Design led_matrix_scan, sky130hd; sources not shown.
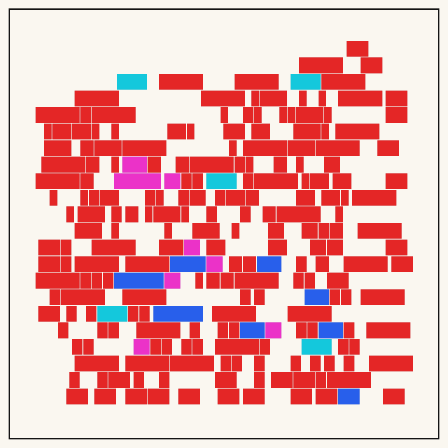
(run_1/drive_strength.png)
size	colour	cells	share
drive 3 to 4	magenta	8	3.6%
drive 2	blue	8	3.6%
drive 1 or less	red	202	91%
drive 6 and up	cyan	5	2.2%
worst path setup slack after routing: 412 ps
final instance area: 0.00218 mm2
number of non-clock buffers in the layout: 32

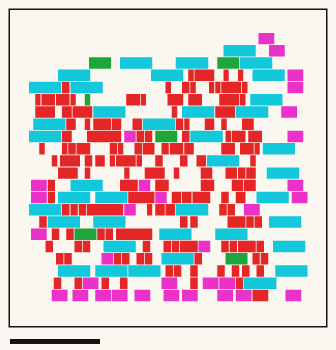
(run_1/cell_classes.png)
Scale bar: 20 um.
class	colour	cells	share of their area
other buffers and delay cells	magenta	32	14%
all other logic	red	146	45%
flip-flops	cyan	39	37%
clock drivers and dummy loads	green	6	3.4%
fraction of area in registers: 35.9%
core outline area: 0.00372 mm2

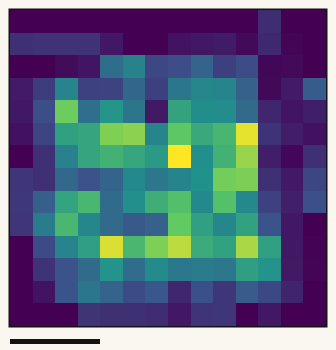
(run_1/wire_density.png)
Scale bar: 20 um. 14 x 14 tiles, from dark purple (low) to yellow (high), scaled to the fullest tile. Values are wire area over tile area, all layers added.
densest ninth of the die	centre
nearly empty tiles	18%
mean over tiles	0.11
global router's overall resource usage: 16.0%
number of vias after detailed routing: 1,464
drt total wl: 3570 um
drt wl/cell: 13.2 um

==> results.txt, run 1 <==
Physical implementation.

- The clock network area share is 3.33%.
- After detailed routing, the met2 layer carries 1630 um of wire.
- For this run, the post-layout net count is 256.
- The detail route stage leaves a number of antenna-violating nets equal to 0.
- The number of detailed-routing iterations run before antenna repair is 4.
- The multi-input logic cell count is ~140.
- The area share of the largest cell type after synthesis is 42.8%.
- The run finished with clean final reports.
- The number of setup buffers added after CTS is 0.
- In the final report, the number of pins over their slew limit comes to 0.
- Yosys mapped a number of flops with a built-in enable equal to 0.
- Among all cell types in the netlist, the one instantiated most often is sky130_fd_sc_hd__dfxtp_1.
- The number of clock buffers in the layout is 6.
- The clock latency reported for the late side of the worst-skew pair is 290 ps.
- The STA report counts the stages on the worst setup path as 1.
- Row generation in the floorplan step produced 22 rows.
- Looking at the cell usage after synthesis, the top flip-flop cell is sky130_fd_sc_hd__dfxtp_1.
- The total of flip-flops plus latches after synthesis is 39.
- The cell count listed in synth_stat.txt is slightly below 200.
- The first global-routing pass estimated about 6400 um of wire.
- After layout, the inverter instance count without clock inverters stands at 7.
- The number of I/O pins is 31.
- The total power is about 1.6 mW.
- The global routing met1 resource utilization is about a fifth.
- The fraction of area in non-clock buffers is ~14%.
- In the final layout, the fill cell count is ~340.
- The routing layer with the top usage in global route is met2.
- The areal power density over the cells is 739 mW/mm2.
- Per the detail_route report, vias per standard cell equal between 5 and 6.
- Yosys reports that the most numerous cell types are sky130_fd_sc_hd__dfxtp_1, sky130_fd_sc_hd__a21oi_1, sky130_fd_sc_hd__nand3_1, sky130_fd_sc_hd__nand2_1, sky130_fd_sc_hd__o21ai_1.
- The fraction of final layout cells with drive strength greater than 1 is a little under a tenth.
- The largest single stage delay on the critical path is 600 ps.
- The worst hold margin is between 400 and 500 ps.
- The register with the most flip-flops in the layout has 16 of them.
- The floorplan step defined a die boundary enclosing 0.00494 mm2.
- In the setup report, the worst path falls into the class flip-flop to primary output.
- The maximum root-to-sink buffer count is 2.
- The final sequential cell count is 39.
- The final number of hold-violating endpoints is 0.
- The post-synthesis cell type count is approximately 40.
- The yosys stat chip area is between 0.0015 and 0.002 mm2.
- The cell with the biggest individual delay on the critical path is sky130_fd_sc_hd__clkdlybuf4s50_1.
- Of the total synthesized cell area, the portion taken by XOR and XNOR cells is under 10%.
- For this run, design rule violations remaining after detail routing come to 0.
- Buffers inserted to repair hold after CTS numbered 0.
- Excluding fillers, the count of instances in the completed layout stands at around 270.
- TritonCTS built the clock tree.
- After routing, the total negative slack on setup checks comes to 0 ps.
- The tool flagged a number of max-cap violations equal to 0.
- The setup slack on the worst flop-to-flop path is just under 500 ps.
- The aggregate global routing overflow is 0.
- The worst hold path belongs to the class flip-flop to flip-flop.
- Looking at the area split, the leading class of cells is logic gates.
- The final tally of setup violations is 0.
- In this run the cell area measured after placement is ~0.0021 mm2.
- The cell depth of the worst min-delay path is 2.
- Synthesis produced a little under 200 cells.
- The utilization after layout is between 50% and 60%.
- The largest non-sequential cell family by area is simple AND/OR/NAND/NOR gates.
- The data required time at the worst endpoint is approximately 1600 ps.
- The largest net degree at the start of global routing is 20.
- The flow inserted between 40 and 50 tap cells.
- The fraction of met3 tracks used by global routing is between 5 and 6%.
- The layout report lists the multi-input gate area as ~930 um2.
- At the placement stage, the worst setup path has a slack of slightly below 200 ps.
- The worst setup path is launched from a flip-flop.
- The normalized max-slew margin is between 60% and 70%.
- The worst clock skew is slightly below 4 ps.
- The script reports the combined buffer and inverter count of the critical path as 1.
- Of the total synthesized cell area, the portion taken by AND-OR and OR-AND cells is around 18%.
- The library cell with the largest summed area after synthesis is sky130_fd_sc_hd__dfxtp_1.
[run 1: power by group]
part           switching, mW  total, mW  internal [mW]  leakage (nW)
Combinational          0.214      0.396          0.183         0.433
Clock                  0.213      0.415          0.202        0.0371
Sequential            0.0464      0.797          0.750         0.318
[run 1: layout by cell type, fill, tap and decap left out, types with 2 or more instances in the layout]
| master | synthesis | routed |
|---|---|---|
| sky130_fd_sc_hd__o21ai_1 | 12 | 12 |
| sky130_fd_sc_hd__a21oi_1 | 22 | 22 |
| sky130_fd_sc_hd__clkdlybuf4s50_1 | 0 | 26 |
| sky130_fd_sc_hd__xor2_1 | 2 | 2 |
| sky130_fd_sc_hd__nand2b_1 | 2 | 2 |
| sky130_fd_sc_hd__nor2_1 | 10 | 10 |
| sky130_fd_sc_hd__o32ai_1 | 2 | 2 |
| sky130_fd_sc_hd__dfxtp_1 | 39 | 39 |
| sky130_fd_sc_hd__buf_4 | 2 | 6 |
| sky130_fd_sc_hd__o22ai_1 | 4 | 4 |
| sky130_fd_sc_hd__nand3_1 | 21 | 21 |
| sky130_fd_sc_hd__ha_1 | 10 | 10 |
| sky130_fd_sc_hd__o211ai_1 | 4 | 4 |
| sky130_fd_sc_hd__mux4_2 | 2 | 2 |
| sky130_fd_sc_hd__clkbuf_8 | 0 | 5 |
| sky130_fd_sc_hd__and2_1 | 2 | 2 |
| sky130_fd_sc_hd__o21ai_0 | 7 | 7 |
| sky130_fd_sc_hd__o2111ai_1 | 2 | 2 |
| sky130_fd_sc_hd__and3_1 | 2 | 2 |
| sky130_fd_sc_hd__nor2b_1 | 3 | 3 |
| sky130_fd_sc_hd__inv_1 | 7 | 7 |
| sky130_fd_sc_hd__mux2_2 | 4 | 4 |
| sky130_fd_sc_hd__nand2_1 | 12 | 12 |
| sky130_fd_sc_hd__xnor2_1 | 3 | 3 |
==> run_1/final_congestion.png <==
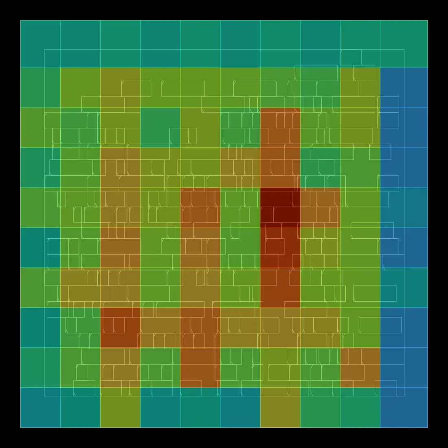

==> run 2, diff against run 1 <==
==> constraint.sdc (replaced) <==
create_clock -name clk -period 1.95 [get_ports clk]
set_input_delay 0.585 -clock clk [delete_from_list [all_inputs] [get_ports clk]]
set_output_delay 0.585 -clock clk [all_outputs]
set_load 0.02 [all_outputs]
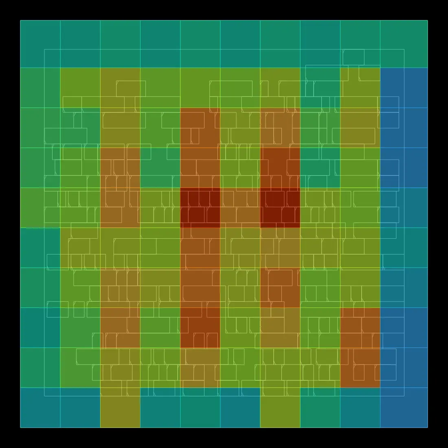
(run_2/final_congestion.png)
layer with the highest usage after global routing: met2
global routing usage on met2: 27.3%
share of the core filled with cells in the final layout: 60.4%
global router's overall resource usage: 17.1%

==> run 2 against run 1 <==
Effect of this change: count of clock-buffer cells in the layout unchanged; die size did not move; synthesized cell count stayed put; critical endpoint unchanged.
==> results.txt, run 2 <==
Physical implementation.

- The post-synthesis cell type count came to 40 (unchanged).
- The internal power component is 1.52 mW (+34%).
- The portion of total power attributed to sequential cells came to 44.3% (-5.2 points).
- In the synthesized netlist the dominant register cell turns out to be sky130_fd_sc_hd__dfxtp_1.
- The synthesized netlist occupies a cell area of between 0.0015 and 0.002 mm2.
- The sum of negative setup slack was 0 ps (unchanged).
- The total via count after detailed routing is 1,500 (+2.5%).
- The area share of the largest cell type after synthesis was 42.8% (unchanged).
- The total of flip-flops plus latches after synthesis is 39 (unchanged).
- Setup repair after global routing left no endpoint under its margin.
- The switching power summed over all nets is 605 uW (+28%).
- The violation tally recorded at the end of detailed-routing iteration 0 is around 86.
- Once placement completed, the tool counted placed cells totaling 268.
- The max-capacitance violation count came to 0 (unchanged).
- The ratio of routed vias to standard cells is 5.43 (+0.60%).
- The synthesized design spends more area on one cell type than any other, namely sky130_fd_sc_hd__dfxtp_1.
- The clock latency reported for the late side of the worst-skew pair is 300 ps (about the same).
- In this run the number of H-tree levels came out at 2.
- CTS placed an instance of sky130_fd_sc_hd__clkbuf_8 at the clock tree root.
- Counting the buffers created by CTS gives 5.
- The run finished with clean final reports.
- According to the CTS report, the clock sink count is 39.
- The area of the core region is 0.00372 mm2 (unchanged).
- The worst clock skew was 7.91 ps (+4.01 ps).
- The final tally of setup violations is 0 (unchanged).
- The final number of hold-violating endpoints is 0 (unchanged).
- The x dimension of the die is approximately 70 um.
- STA classifies the critical path startpoint as a flip-flop.
- The largest net degree at the start of global routing is 18 (-10%).
- The critical path class is flip-flop to primary output.
- The combinational group share of total power came to 22.7% (-1.9 points).
- The clock-pin slew on the worst setup and hold paths is 80 ps.
- The die span in y is around 70 um.
- The remaining routing DRC violations was 0 (unchanged).
- The total number of warnings across the stage logs is 35.
- The number of slew-limit violations in the final report is 0 (unchanged).
- The number of warnings printed during yosys synthesis is 0.
- Yosys reported that registers with async set or reset make up 0%.
- Counting instances in the post-synthesis netlist gives the leading cell types as sky130_fd_sc_hd__dfxtp_1, sky130_fd_sc_hd__a21oi_1, sky130_fd_sc_hd__nand3_1, sky130_fd_sc_hd__nand2_1, sky130_fd_sc_hd__o21ai_1.
- The gate count of the mapped netlist is 199 (unchanged).
- The maximum fanout count along the critical path is 1.
- The maximum root-to-sink buffer count is 2 (unchanged).
- The data required time at the worst endpoint is 1360 ps (-250 ps).
- The fraction of power spent switching nets was 28.5% (-0.94 points).
- The number of logic stages on the critical path including buffering is 1 (unchanged).
- The leakage power in the latest report is approximately 0.83 nW.
- STA classifies the critical path endpoint as a primary output.
- TritonCTS built the clock tree.
- Ranked by total cell area, the synthesized netlist is headed by sky130_fd_sc_hd__dfxtp_1, sky130_fd_sc_hd__ha_1, sky130_fd_sc_hd__a21oi_1.
- The fraction of final layout cells with drive strength greater than 1 is 11.8% (+2.4 points).
- By instance count after routing, the leading logic cell types are sky130_fd_sc_hd__dfxtp_1, sky130_fd_sc_hd__clkdlybuf4s50_1, sky130_fd_sc_hd__a21oi_1.
- The total power was 2.12 mW (+32%).
- The non-filler instance count after layout is 276 (+1.8%).
- The worst setup slack after placement was 81.1 ps (-111 ps).
- The cell with the biggest individual delay on the critical path is sky130_fd_sc_hd__clkdlybuf4s50_1.
- The cell depth of the worst min-delay path came to 2 (unchanged).
- The placement row count is 22 (unchanged).
- The number of nets in the final layout is 259 (+1.2%).
- For this run, the script counts the antenna cells in the layout as 0.
- The sequential area share after synthesis is 42.8%.
- The cell count listed in synth_stat.txt is 199 (unchanged).
- The routed wire length was 3770 um (+5.7%).
- Counting only logic cells after layout, the most numerous master is sky130_fd_sc_hd__dfxtp_1.
- The total die size is 0.00494 mm2 (unchanged).
- The maximum single-stage delay on the critical path came to 600 ps (about the same).
- For the pin with the worst max-slew slack, the measured transition is around 370 ps.
- The number of detailed-routing iterations run before antenna repair is 4 (unchanged).
- The aggregate global routing overflow is 0 (unchanged).
- In the finished design, the share of the clock period the worst path needs comes to slightly above 90%.
- The congestion estimate from routability-driven global placement came to about 0.77.
- The path category of the worst min-delay check is flip-flop to flip-flop.
- IR analysis of the VDD net gives a maximum drop of 0.579 mV.
- Detailed placement finished with a half-perimeter wire length of 2640 um.
- The depth of the most critical reg-to-reg path is 6.
- The number of enable flip-flop cells is 0 (unchanged).
- The buffer_ports step reported a buffer count of 26.
- The wire length of the first global-routing pass is 6730 um (+5.9%).
- The report lists the number of cells resized after CTS as 0.
- The yosys stat chip area is 0.00182 mm2 (unchanged).
- The number of nets with antenna violations after routing was 0 (unchanged).
- The areal power density over the cells was 945 mW/mm2 (+28%).
- The number of antenna violations at the first check in global routing is 0.
- The total of hold buffers inserted after clock tree synthesis was 0 (unchanged).
- The most frequent cell after synthesis is sky130_fd_sc_hd__dfxtp_1.
- The number of buffers and inverters on the critical path was 1 (unchanged).
- Before placement the cells fill ~50% of the core.
- The worst hold margin is 480 ps (+5.87 ps).
- The number of I/O pins came to 31 (unchanged).
- The average routed wire per standard cell is 13.7 um (+3.8%).
- The normalized max-slew margin came to 75.4% (+6.6 points).
- The number of flip-flops under the largest register name came to 16 (unchanged).
- The clock power share is 33.0% (+7.2 points).
- The setup slack on the worst flop-to-flop path is 200 ps (-290 ps).
- The flow reports an fmax of 555 MHz.
- The clock period minus final worst setup slack is ~1800 ps.
- The number of setup buffers added after CTS is 0 (unchanged).
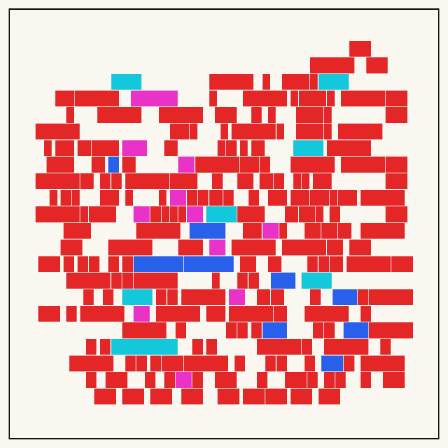
(run_2/drive_strength.png)
size	colour	cells	share
drive 3 to 4	magenta	11	4.8%
drive 2	blue	9	3.9%
drive 6 and up	cyan	7	3.1%
drive 1 or less	red	201	88%
Layout area overhead: 23.1%
final instance area: 0.00224 mm2
worst path setup slack after routing: 148 ps
number of non-clock buffers in the layout: 35

run 2: metrics by stage:
stage               utilization [%]  instance area, um2
global placement               57.2                2130
global route                   60.4                2240
floorplan                         -                1730
detailed placement             57.2                2130
CTS                            60.4                2240
finish                         60.4                2240
run 2: power groups by stage:
stage / clock, mW / sequential (mW) / combinational [mW]
finish: 0.701 / 0.940 / 0.481
global route: 0.751 / 0.952 / 0.537
CTS: 0.716 / 0.939 / 0.485
detailed placement: 0 / 0.958 / 0.480
global placement: 0 / 0.954 / 0.473
floorplan: 0 / 0.952 / 0.295
run 2: logic make-up (layout without fill, tap and decap cells):
group | count (synthesis) | after routing | share of synthesized area [%]
xor gates and xnor gates | 5 | 5 | 2.40
adders and majority gates | 10 | 10 | 6.86
muxes | 7 | 7 | 5.49
buffers and inverters | 21 | 50 | 6.38
AOI/OAI and AO/OA | 56 | 56 | 17.6
and+or+nand+nor | 61 | 61 | 18.5
DFF | 39 | 39 | 42.8
run 2: final cells by class:
| cell class | count | area, um2 |
|---|---|---|
| clock buffers | 6 | 82.6 |
| clock inverters | 2 | 35.0 |
| repair buffers | 35 | 328 |
| fillers | 344 | 1470 |
| inverters | 7 | 26.3 |
| well taps | 48 | 60.1 |
| multi-input cells | 139 | 932 |
| flip-flops and latches | 39 | 781 |
run 2: metal layers:
| layer | share of wire [%] | up-vias | GRT usage, % |
|---|---|---|---|
| met5 | 0 | - | 0 |
| li1 | - | 763 | - |
| met1 | 48 | 712 | 21.3 |
| met2 | 46 | 20 | 27.3 |
| met4 | 1.5 | 0 | 5.74 |
| met3 | 4.1 | 5 | 5.76 |
No activity file was given, so power comes from the tool's default toggle rates.
